`config.mk`:
```
export PLATFORM = sky130hd
export DESIGN_NAME = act_pool_ctrl
export DESIGN_NICKNAME = d
export VERILOG_FILES = /design/src/rtl/act_pool_ctrl.sv
export SDC_FILE = /design/constraint.sdc
export NUM_CORES = 1
export LEC_CHECK = 0
export CAP_MARGIN = 20
export CELL_PAD_IN_SITES_DETAIL_PLACEMENT = 1
export CELL_PAD_IN_SITES_GLOBAL_PLACEMENT = 1
export CORE_UTILIZATION = 50
export DETAILED_ROUTE_END_ITERATION = 8
export GPL_TIMING_DRIVEN = 0
export MAX_ROUTING_LAYER = met4
export PLACE_DENSITY = 0.92
export SETUP_SLACK_MARGIN = 0.02
export SYNTH_ARGS = -nofsm -noshare
export SYNTH_HDL_FRONTEND = slang
export SYNTH_SLANG_ARGS = --single-unit
```
`constraint.sdc`:
```
create_clock -name clk -period 9.95 [get_ports clk]
set_input_delay 1.99 -clock clk [delete_from_list [all_inputs] [get_ports clk]]
set_output_delay 1.99 -clock clk [all_outputs]
set_load 0.02 [all_outputs]
```
`src/rtl/act_pool_ctrl.sv`:
```
// Pooling/activation sequencer: walks a W x H tile in raster order, applies ReLU
// and optional 2x2 stride-2 max pooling, and streams results to an output buffer.

module relu #(
  parameter int DATA_W = 8
) (
  input  logic signed [DATA_W-1:0] din_i,
  output logic signed [DATA_W-1:0] dout_o
);
  assign dout_o = din_i[DATA_W-1] ? '0 : din_i;
endmodule

module act_pool_ctrl #(
  parameter int DATA_W = 8,
  parameter int MAX_W  = 32,
  parameter int ADDR_W = 10
) (
  input  logic                       clk,
  input  logic                       rst_n,
  input  logic                       start,
  input  logic [$clog2(MAX_W):0]     cfg_width,
  input  logic [ADDR_W-1:0]          cfg_height,
  input  logic                       cfg_relu_en,
  input  logic                       cfg_pool_en,
  output logic                       busy,
  output logic                       done,
  output logic                       rd_en,
  output logic [ADDR_W-1:0]          rd_addr,
  input  logic signed [DATA_W-1:0]   rd_data,
  output logic                       wr_en,
  output logic [ADDR_W-1:0]          wr_addr,
  output logic signed [DATA_W-1:0]   wr_data
);
  // state  | meaning
  // IDLE   | waiting for start; config sampled on start
  // RUN    | one read per cycle in raster order
  // DRAIN  | two cycles for the read/write pipeline to empty
  // DONE   | one-cycle done pulse
  localparam int CW  = $clog2(MAX_W) + 1;
  localparam int LBW = $clog2(MAX_W / 2);
  localparam int LBD = MAX_W / 2;

  typedef enum logic [1:0] {S_IDLE, S_RUN, S_DRAIN, S_DONE} state_t;

  state_t                    state_q;
  logic [CW-1:0]             w_q;
  logic [ADDR_W-1:0]         h_q;
  logic                      relu_q, pool_q;
  logic                      busy_q, done_q, rd_en_q;
  logic [ADDR_W-1:0]         rd_addr_q;
  logic [ADDR_W-1:0]         ra_r_q;
  logic [CW-1:0]             ra_c_q;
  logic                      drain_q;
  logic                      vb_q, rb_odd_q;
  logic [LBW:0]              cb_q;
  logic signed [DATA_W-1:0]  hreg_q;
  logic                      wr_en_q;
  logic [ADDR_W-1:0]         wr_addr_q, wa_next_q;
  logic signed [DATA_W-1:0]  wr_data_q;
  logic signed [DATA_W-1:0]  lbuf_q [LBD];

  logic signed [DATA_W-1:0]  relu_out;
  logic signed [DATA_W-1:0]  v_d, m_d, lb_rd_d, pooled_d;
  logic                      last_col, last_row;

  relu #(.DATA_W(DATA_W)) u_relu (.din_i(rd_data), .dout_o(relu_out));

  always_comb begin
    v_d      = relu_q ? relu_out : rd_data;
    m_d      = (hreg_q > v_d) ? hreg_q : v_d;
    lb_rd_d  = lbuf_q[cb_q[LBW:1]];
    pooled_d = (lb_rd_d > m_d) ? lb_rd_d : m_d;
    last_col = (ra_c_q == w_q - CW'(1));
    last_row = (ra_r_q == h_q - ADDR_W'(1));
  end

  // Line buffer holds the horizontal max of each pair from the even row.
  always_ff @(posedge clk) begin
    if (vb_q && pool_q && cb_q[0] && !rb_odd_q)
      lbuf_q[cb_q[LBW:1]] <= m_d;
  end

  always_ff @(posedge clk or negedge rst_n) begin
    if (!rst_n) begin
      state_q   <= S_IDLE;
      w_q       <= '0;
      h_q       <= '0;
      relu_q    <= 1'b0;
      pool_q    <= 1'b0;
      busy_q    <= 1'b0;
      done_q    <= 1'b0;
      rd_en_q   <= 1'b0;
      rd_addr_q <= '0;
      ra_r_q    <= '0;
      ra_c_q    <= '0;
      drain_q   <= 1'b0;
      vb_q      <= 1'b0;
      rb_odd_q  <= 1'b0;
      cb_q      <= '0;
      hreg_q    <= '0;
      wr_en_q   <= 1'b0;
      wr_addr_q <= '0;
      wa_next_q <= '0;
      wr_data_q <= '0;
    end else begin
      vb_q     <= rd_en_q;
      rb_odd_q <= ra_r_q[0];
      cb_q     <= ra_c_q[LBW:0];
      wr_en_q  <= 1'b0;

      // Writes land in raster order in both modes, so a running counter is the address.
      if (vb_q) begin
        if (!pool_q) begin
          wr_en_q   <= 1'b1;
          wr_addr_q <= wa_next_q;
          wr_data_q <= v_d;
          wa_next_q <= wa_next_q + ADDR_W'(1);
        end else if (!cb_q[0]) begin
          hreg_q <= v_d;
        end else if (rb_odd_q) begin
          wr_en_q   <= 1'b1;
          wr_addr_q <= wa_next_q;
          wr_data_q <= pooled_d;
          wa_next_q <= wa_next_q + ADDR_W'(1);
        end
      end

      case (state_q)
        S_IDLE: begin
          if (start) begin
            w_q       <= cfg_width;
            h_q       <= cfg_height;
            relu_q    <= cfg_relu_en;
            pool_q    <= cfg_pool_en;
            ra_r_q    <= '0;
            ra_c_q    <= '0;
            rd_addr_q <= '0;
            wa_next_q <= '0;
            hreg_q    <= '0;
            if (cfg_width != '0 && cfg_height != '0) begin
              state_q <= S_RUN;
              busy_q  <= 1'b1;
              rd_en_q <= 1'b1;
            end else begin
              state_q <= S_DONE;
              done_q  <= 1'b1;
            end
          end
        end
        S_RUN: begin
          if (last_col && last_row) begin
            rd_en_q <= 1'b0;
            drain_q <= 1'b1;
            state_q <= S_DRAIN;
          end else begin
            rd_addr_q <= rd_addr_q + ADDR_W'(1);
            if (last_col) begin
              ra_c_q <= '0;
              ra_r_q <= ra_r_q + ADDR_W'(1);
            end else begin
              ra_c_q <= ra_c_q + CW'(1);
            end
          end
        end
        S_DRAIN: begin
          if (!drain_q) begin
            state_q <= S_DONE;
            done_q  <= 1'b1;
            busy_q  <= 1'b0;
          end else begin
            drain_q <= 1'b0;
          end
        end
        S_DONE: begin
          done_q  <= 1'b0;
          state_q <= S_IDLE;
        end
        default: state_q <= S_IDLE;
      endcase
    end
  end

  assign busy    = busy_q;
  assign done    = done_q;
  assign rd_en   = rd_en_q;
  assign rd_addr = rd_addr_q;
  assign wr_en   = wr_en_q;
  assign wr_addr = wr_addr_q;
  assign wr_data = wr_data_q;

endmodule

```
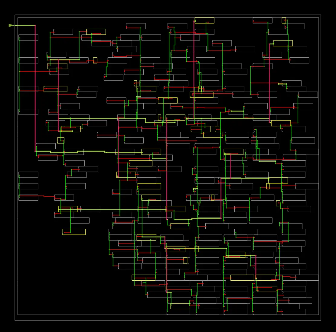
clocks.png
Clk power: 0.00102 W
Insertion Delay late pin: 0.53 ns
# clk buffers: 26

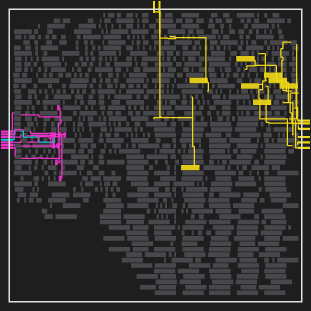
io_fan.png
Drawn at 2 px/um.
yellow -> `wr_data`  # direction output, edge 6 right, 2 top, end cells 8, buffers 8, wire 503 um
magenta -> `cfg_width`  # direction input, edge left, end cells 8, buffers 6, wire 222 um
cyan -> `cfg_pool_en`  # direction input, edge left, end cells 1, buffers 1, wire 29.7 um

==> out/metrics.csv <==
metric,value,unit
fin_area,12200,sq um
routed_via_density,6.36,
rsz0062_at_grt,no,
cts_hold_buf,0,
overflow,0,
flop_cell,edfxtp_1,
outcome,completed,
drt_iter0_drc,562,
setup_viol,0,
grt_pass1_wl,49000,um
numSynthFlops,222,
required,10.37,ns
path_depth,21,
drt-met1-wl,11900,um
tritoncts,yes,
finalCritPeriodShare,79.1,%
top_cells_by_area,"edfxtp_1 37%, dfrtp_1 23%, mux4_2 7.2%",
die_h,145,um
wire_per_inst,26.6,um
crit_family,AND-OR/OR-AND gates,
power,0.00384,W
ant_nets,0,
utilization,60.2,%
seq_share,50.9,%
dp.cells,1145,
whs_endpoint,wr_addr[6],
hold_path_depth,1,
reg2reg_slack,3.55,ns
holdWs,0.511,ns
layout_top_cell,edfxtp_1,
comb_area_share,31.4,%
criticalPathCategory,in -> reg,
wl_met2,16800,um
area_growth,18.3,%
design.portCount,61,
cp_data_arrival_time,8.29,ns
ys_chip_area,10300,sq um
switching_share,38.1,%
num-fill-cells,2013,
portBuffers,60,
syn_inst,809,
hold_viol,0,
cts_buffers,24,
fin_cells,1189,
reg2reg_depth,20,
cts_resized,0,
path_cells,clkdlybuf4s50_1 -> nand2_1 -> clkbuf_1 -> and2_1 -> inv_1 -> ha_1 -> a21o_1 -> a21oi_1 -> o21a_1 -> a311o_1 -> clkbuf_1 -> mux2_2 -> inv_1 -> ha_1 -> nand4_1 -> a21oi_1 -> o41ai_1 -> nand2_1 -> nor3_1 -> a222oi_1 -> a21oi_1,
vias,7565,
async_flop_share,42.3,%
worst_r2r_endpoint,wr_data[7],
cts.sinks,222,
grt_usage,31.5,%
tapCellCount,270,
fin_setup_tns,0,ns
fin_skew,0.0211,ns
cp_slowest_cell,o41ai_1,
cts_max_level,1,
yosysTopAreaCell,edfxtp_1,
yosysMostFrequentCell,edfxtp_1,
tool_warnings,29,
power_density,315,nW/um^2
critPathMaxFanout,17,
dp_hpwl,20100,um
startpoint_type,input port,
regToRegStartpoint,relu_q,
dieArea,21200,sq um
largest_reg_flops,128,
antenna_found_initial,0,
diodes,0,
clk_pin_slew,0.07,ns
timing.fmax,0.127,GHz
critPathBufInv,5,
seqCellArea,6200,sq um
dr.max_layer_used,met4,
crit_path_frequent_cell,a21oi_1,
ys_sh_aoi,8.82,%
fin_crit,7.87,ns
combPwrFrac,37.5,%
fin_nets,954,
vdd_drop_max,0.160,mV
switching_power,0.00146,W
clock_tree.buffer_depth,3,
cp-endpoint,wr_data[7],
clock_cell_area_share,7.34,%
cts_setup_buffers,0,
non_clock_buffer_count,102,
totalWireLength,31600,um
xor_share,2.38,%
route.met3.wl,1560,um
drc,0,
grt_pass1_vias,8289,
core_util_floorplan,50.8,%
holdCritStartpoint,wr_addr[6],
seq_power_share,36.0,%
p_leak,4.65,nW
synth_nets,862,
cts_root_buffer,clkbuf_16,
critPathCaptureType,flip-flop,
netlist_area,10300,sq um
cpPeakStageDelay,0.80,ns
inv_count,26,
adder_share,2.92,%
slew_violations,0,
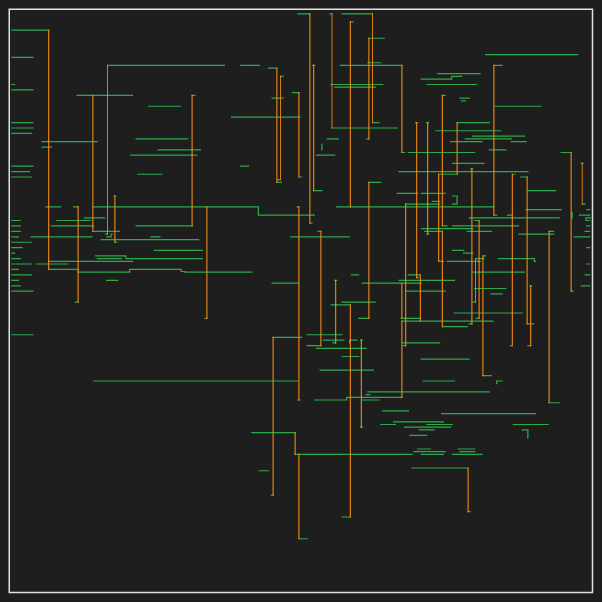
wires.png
Drawn at 4 px/um. Only two layers are drawn.
orange -> metal 4  # wire length 1370 um
green -> metal 3  # wire length 1560 um

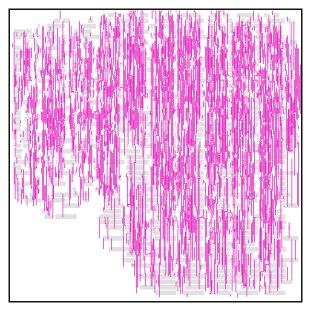
layer_met2.png
Drawn at 2 px/um.
share of all routed wire = 53%
longest straight run = 57.1 um
nets with wire on the layer = 909
main direction = vertical

==> power by group through the flow <==
| stage | clock network, W | logic (W) | registers, W |
|---|---|---|---|
| floorplan | 0 | 0.000845 | 0.00138 |
| CTS | 0.00102 | 0.00142 | 0.00137 |
| global placement | 0 | 0.00121 | 0.00137 |
| detailed placement | 0 | 0.00134 | 0.00138 |
| finish | 0.00102 | 0.00144 | 0.00138 |
| global route | 0.00105 | 0.00152 | 0.00139 |
==> routing by layer <==
metal / track usage, % / up-vias
li1: - / 3209
met1: 37.0 / 3903
met5: - / -
met2: 55.5 / 353
met4: 13.2 / 0
met3: 3.01 / 100
Power is estimated from default activity; no workload was simulated.
